### config.mk
export PLATFORM = sky130hd
export DESIGN_NAME = dmem_arbiter
export DESIGN_NICKNAME = d
export VERILOG_FILES = /design/src/rtl/dmem_arbiter_pkg.sv /design/src/rtl/dmem_arb_grant.sv /design/src/rtl/dmem_arbiter.sv
export SDC_FILE = /design/constraint.sdc
export NUM_CORES = 1
export LEC_CHECK = 0
export ABC_AREA = 1
export CAP_MARGIN = 20
export CORE_AREA = 2 2 86 88
export CTS_CLUSTER_SIZE = 10
export DETAILED_ROUTE_END_ITERATION = 8
export DIE_AREA = 0 0 88 90
export HOLD_SLACK_MARGIN = 0.12
export PLACE_DENSITY = 0.88
export SLEW_MARGIN = 20
export SYNTH_ARGS = -nofsm -noshare
export SYNTH_HDL_FRONTEND = slang
export SYNTH_SLANG_ARGS = --single-unit
### constraint.sdc
create_clock -name clk -period 2.75 [get_ports clk]
set_input_delay 0.55 -clock clk [delete_from_list [all_inputs] [get_ports clk]]
set_output_delay 0.55 -clock clk [all_outputs]
set_load 0.05 [all_outputs]
### src/rtl/dmem_arbiter_pkg.sv
// -----------------------------------------------------------------------------
// dmem_arbiter_pkg
// Purpose : Shared encodings for the data-memory arbiter. It defines the FSM
//           state type and the owner encoding used by dmem_arbiter and
//           dmem_arb_grant.
// Ports   : none (package)
// Config  : DMEM_ARB_RR_EN selects round-robin arbitration in dmem_arb_grant.
// -----------------------------------------------------------------------------
package dmem_arbiter_pkg;

  typedef enum logic [1:0] {
    S_IDLE  = 2'd0,
    S_ISSUE = 2'd1,
    S_WAIT  = 2'd2,
    S_DONE  = 2'd3
  } state_t;

  localparam logic OWN_CPU = 1'b0;
  localparam logic OWN_DBG = 1'b1;

endpackage

### src/rtl/dmem_arb_grant.sv
// -----------------------------------------------------------------------------
// dmem_arb_grant
// Purpose : Picks which port gets the next memory access.
// Ports   : i_clk, i_rst, i_take  (only with DMEM_ARB_RR_EN) clock, async
//                                  reset, and "the grant is being used" strobe
//           i_cpu_req, i_dbg_req   request levels
//           o_grant_valid          at least one port is requesting
//           o_grant_owner          OWN_CPU / OWN_DBG
// Config  : DMEM_ARB_RR_EN defined   -> round-robin on ties, using a
//                                       last_owner register that resets to
//                                       debug, so the first tie goes to the CPU.
//           DMEM_ARB_RR_EN undefined -> fixed priority, CPU always wins.
// -----------------------------------------------------------------------------
module dmem_arb_grant
  import dmem_arbiter_pkg::*;
(
`ifdef DMEM_ARB_RR_EN
  input  logic i_clk,
  input  logic i_rst,
  input  logic i_take,
`endif
  input  logic i_cpu_req,
  input  logic i_dbg_req,
  output logic o_grant_valid,
  output logic o_grant_owner
);

  assign o_grant_valid = i_cpu_req | i_dbg_req;

`ifdef DMEM_ARB_RR_EN
  logic r_last_owner;

  // On a tie, the port that did not win last time gets the access.
  always_comb begin
    if (i_cpu_req && i_dbg_req) begin
      o_grant_owner = ~r_last_owner;
    end else if (i_cpu_req) begin
      o_grant_owner = OWN_CPU;
    end else begin
      o_grant_owner = OWN_DBG;
    end
  end

  always_ff @(posedge i_clk or posedge i_rst) begin
    if (i_rst) begin
      r_last_owner <= OWN_DBG;
    end else if (i_take && o_grant_valid) begin
      r_last_owner <= o_grant_owner;
    end
  end
`else
  assign o_grant_owner = i_cpu_req ? OWN_CPU : OWN_DBG;
`endif

endmodule

### src/rtl/dmem_arbiter.sv
// -----------------------------------------------------------------------------
// dmem_arbiter
// Purpose : Shares one single-port data memory between the CPU MEM-stage port
//           and a debug/loader port. Each access runs IDLE -> ISSUE ->
//           (WAIT for reads) -> DONE. cpu_stall holds the pipeline while a CPU
//           access is outstanding.
// Ports   : clk, rst                        clock / async active-high reset
//           cpu_req/we/byte/addr/wdata      CPU request side
//           cpu_rdata, cpu_ack, cpu_stall   CPU response side
//           dbg_req/we/addr/wdata           debug request side
//           dbg_rdata, dbg_ack              debug response side
//           mem_en/we/byte/addr/wdata       memory command (mem_en qualifies)
//           mem_rdata                       memory read data, RD_LAT after mem_en
// Config  : DMEM_ARB_RR_EN selects round-robin tie breaking (see dmem_arb_grant);
//           without it the CPU has fixed priority.
// -----------------------------------------------------------------------------
module dmem_arbiter
  import dmem_arbiter_pkg::*;
#(
  parameter int DATA_W = 16,
  parameter int ADDR_W = 8,
  parameter int RD_LAT = 1
) (
  input  logic              clk,
  input  logic              rst,
  input  logic              cpu_req,
  input  logic              cpu_we,
  input  logic              cpu_byte,
  input  logic [ADDR_W-1:0] cpu_addr,
  input  logic [DATA_W-1:0] cpu_wdata,
  output logic [DATA_W-1:0] cpu_rdata,
  output logic              cpu_ack,
  output logic              cpu_stall,
  input  logic              dbg_req,
  input  logic              dbg_we,
  input  logic [ADDR_W-1:0] dbg_addr,
  input  logic [DATA_W-1:0] dbg_wdata,
  output logic [DATA_W-1:0] dbg_rdata,
  output logic              dbg_ack,
  output logic              mem_en,
  output logic              mem_we,
  output logic              mem_byte,
  output logic [ADDR_W-1:0] mem_addr,
  output logic [DATA_W-1:0] mem_wdata,
  input  logic [DATA_W-1:0] mem_rdata
);

  localparam int CNT_W = $clog2(RD_LAT + 1);

  if (RD_LAT < 1) begin : g_rd_lat_check
    $error("dmem_arbiter: RD_LAT must be >= 1");
  end

  state_t              r_state;
  state_t              w_state_next;
  logic [CNT_W-1:0]    r_cnt;
  logic                r_owner;
  logic                r_mem_we;
  logic                r_mem_byte;
  logic [ADDR_W-1:0]   r_mem_addr;
  logic [DATA_W-1:0]   r_mem_wdata;
  logic [DATA_W-1:0]   r_cpu_rdata;
  logic [DATA_W-1:0]   r_dbg_rdata;
  logic                w_grant_valid;
  logic                w_grant_owner;
  logic                w_grant;
  logic                w_last_cnt;
  logic                w_mem_en;
  logic                w_cpu_ack;
  logic                w_dbg_ack;

  dmem_arb_grant u_grant (
`ifdef DMEM_ARB_RR_EN
    .i_clk         (clk),
    .i_rst         (rst),
    .i_take        (r_state == S_IDLE),
`endif
    .i_cpu_req     (cpu_req),
    .i_dbg_req     (dbg_req),
    .o_grant_valid (w_grant_valid),
    .o_grant_owner (w_grant_owner)
  );

  // Requests are only looked at in IDLE; everywhere else they are ignored.
  assign w_grant    = (r_state == S_IDLE) && w_grant_valid;
  // mem_rdata for the ISSUE cycle shows up in the RD_LAT-th WAIT cycle.
  assign w_last_cnt = (r_cnt == CNT_W'(RD_LAT - 1));

  always_comb begin
    w_state_next = r_state;
    w_mem_en     = 1'b0;
    w_cpu_ack    = 1'b0;
    w_dbg_ack    = 1'b0;
    case (r_state)
      S_IDLE: begin
        if (w_grant_valid) w_state_next = S_ISSUE;
      end
      S_ISSUE: begin
        w_mem_en     = 1'b1;
        w_state_next = r_mem_we ? S_DONE : S_WAIT;
      end
      S_WAIT: begin
        if (w_last_cnt) w_state_next = S_DONE;
      end
      S_DONE: begin
        w_cpu_ack    = (r_owner == OWN_CPU);
        w_dbg_ack    = (r_owner == OWN_DBG);
        w_state_next = S_IDLE;
      end
      default: w_state_next = S_IDLE;
    endcase
  end

  always_ff @(posedge clk or posedge rst) begin
    if (rst) begin
      r_state     <= S_IDLE;
      r_cnt       <= '0;
      r_owner     <= OWN_CPU;
      r_mem_we    <= 1'b0;
      r_mem_byte  <= 1'b0;
      r_mem_addr  <= '0;
      r_mem_wdata <= '0;
      r_cpu_rdata <= '0;
      r_dbg_rdata <= '0;
    end else begin
      r_state <= w_state_next;

      if (r_state == S_ISSUE) begin
        r_cnt <= '0;
      end else if (r_state == S_WAIT) begin
        r_cnt <= r_cnt + 1'b1;
      end

      if (w_grant) begin
        r_owner <= w_grant_owner;
        if (w_grant_owner == OWN_CPU) begin
          r_mem_we    <= cpu_we;
          r_mem_byte  <= cpu_byte;
          r_mem_addr  <= cpu_addr;
          r_mem_wdata <= cpu_wdata;
        end else begin
          // The debug port only does full-word accesses.
          r_mem_we    <= dbg_we;
          r_mem_byte  <= 1'b0;
          r_mem_addr  <= dbg_addr;
          r_mem_wdata <= dbg_wdata;
        end
      end

      if ((r_state == S_WAIT) && w_last_cnt) begin
        if (r_owner == OWN_CPU) r_cpu_rdata <= mem_rdata;
        else                    r_dbg_rdata <= mem_rdata;
      end
    end
  end

  assign mem_en    = w_mem_en;
  assign mem_we    = r_mem_we;
  assign mem_byte  = r_mem_byte;
  assign mem_addr  = r_mem_addr;
  assign mem_wdata = r_mem_wdata;
  assign cpu_ack   = w_cpu_ack;
  assign dbg_ack   = w_dbg_ack;
  assign cpu_rdata = r_cpu_rdata;
  assign dbg_rdata = r_dbg_rdata;
  assign cpu_stall = cpu_req & ~w_cpu_ack;

endmodule
==> git commit body <==
Refresh implementation metrics

* WHS Path Cells: 2
- The most critical setup path has its endpoint at cpu_ack.
- The final layout report lists a non-clock buffer count of 137.
- Number of register bits inferred by synthesis: 62
- Layout cells sized above 1: 5.71%
- TritonCTS clock tree: done
- Fraction of synthesized area in multiplexers: 0%
* Residual DRC: 0
- Number of buffers on the longest clock path: 2
- Internal power contribution: 0.00290 W
- Post-CTS Setup Bufs: 0
- Flip-flops with a built-in enable: 0
- CTS placed an instance of sky130_fd_sc_hd__clkbuf_8 at the clock tree root.
- The data arrival time reported for the critical path is 1940 ps.
* Detail Route Antenna Nets: 0
* Share of flip-flops with an asynchronous set or reset after synthesis: 100%
- Dpl cells: 573
- Source-to-sink clock delay at the later pin of the worst-skew pair: 330 ps
- Min-Delay Path Class: reg2reg
- The synthesized design spends more area on one cell type than any other, namely sky130_fd_sc_hd__dfrtp_1.
- Adder Area Share: 2.22%
- Multi-input gate count: 247
- FP Rows: 31
- Critical path depth in cells: 4
- The critical path in the final layout is reported with a setup slack of 263 ps.
- Core utilization before placement: 40.2%
* Most frequent cells after synthesis: 196 x sky130_fd_sc_hd__nand2_1, 62 x sky130_fd_sc_hd__dfrtp_1, 33 x sky130_fd_sc_hd__o21ai_0, 26 x sky130_fd_sc_hd__inv_1, 7 x sky130_fd_sc_hd__buf_6
- Final critical-path required period: 2490 ps
* Proportion of cell area spent on the clock network: 4.46%
- Unique masters post-synth: 15
* Top cell type's share of synthesized area: 55.0%
- For reference, the clock transition at the flip-flops on the worst setup and hold paths is 70 ps.
- After synthesis, the cell types taking the most area are sky130_fd_sc_hd__dfrtp_1 55%, sky130_fd_sc_hd__nand2_1 26%, sky130_fd_sc_hd__o21ai_0 5.9%.
- Number of well taps: 99
* Placer's final routability congestion estimate: 0.737
* Depth of the CTS H-tree: 3
* Number of antenna violations at the first check in global routing: 0
- The core region is 0.00702 mm².
- Largest family of logic cells by area: simple AND/OR/NAND/NOR gates
* Pins Over Slew Limit: 0
- Per the Yosys statistics, synthesis produced 352 cells.
* Logic depth of the worst register-to-register path: 4
- Horizontal extent of the die: 88 µm
- Area of all placed cells without fillers: 0.00440 mm²
* Post-synthesis share of cell area spent on xor and xnor gates: 0%
- Fraction of power consumed by sequential logic: 27.6%
- On the worst path, the slowest cell contributes a delay of 820 ps.
- Worst hold slack across all endpoints: 480 ps
- Part of the cycle the worst path needs: 90.4%
- Among cell families on the critical path, the largest total delay comes from buffers and inverters.
- Endpoints with negative setup slack in the final report add up to 0.
- Result of the run: finished clean
* Sinks on Clock Net: 62
- Top logic cells by instance count in the layout: 196 x sky130_fd_sc_hd__nand2_1, 131 x sky130_fd_sc_hd__clkdlybuf4s50_1, 62 x sky130_fd_sc_hd__dfrtp_1, 33 x sky130_fd_sc_hd__o21ai_0, 25 x sky130_fd_sc_hd__inv_1
- The flow measured a signed area growth from synthesis to layout of 56.2%.
- Total power for the finished layout comes to 0.00588 W.
* Wire length per cell after detailed routing: 12.6 µm
- Net switching is 50.7% of the power.
* Relative slew slack: 61.6%
- Count of warning messages emitted by the tools: 30
- The synthesized instance count is 352.
- PD cells: 1330 mW/mm²
- Top-count cell post-synth: sky130_fd_sc_hd__nand2_1
* Critical R2R Launch: r_state[0]
- The critical path in this run is classified as reg2out.
- The detailed router reports a met2 wire length of 3850 µm.
- The OpenROAD report gives the critical path a required time of 2200 ps.
- The iteration count recorded for the first detailed-route pass is 4.
- Setup crit start kind: flip-flop
- Overflow after GRT: 0
Figure 1. Signal wires on met1.
Scale: 6 px per µm.
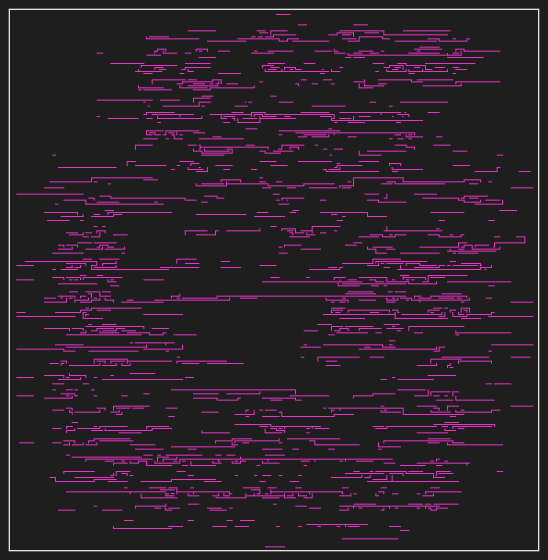
main direction: horizontal
share of all routed wire: 41%
longest straight run: 35.4 µm
wire length on this layer: 3,070 µm
met1 capacity usage during global routing: 22.4%
via count: 2,677

Figure 2. Congestion heat map.
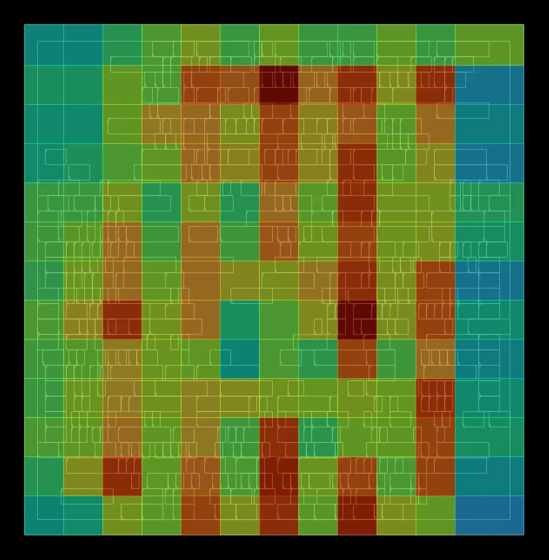
global routing's busiest layer: met2
overall track demand over capacity in global routing: 19.7%
M2 GR Usage: 35.2%

Figure 3. Layout detail.
Region (10, 55) to (35, 80) µm. Cells in grey, sequential cells in the stronger grey; small squares are vias.
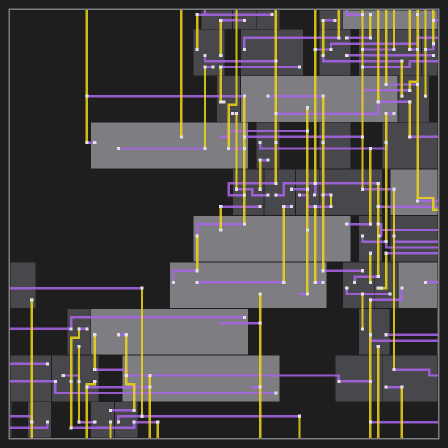
legend:
  M2:
    colour: yellow
  M1:
    colour: purple
sequential cells in the window: 6
cells with their middle in the window: 34
most frequent: nand2_1 (10), o21ai_0 (7)
netlist names of flops here include: cpu_rdata (2), dbg_rdata (2), mem_wdata (2)

No activity file was given, so power comes from the tool's default toggle rates.
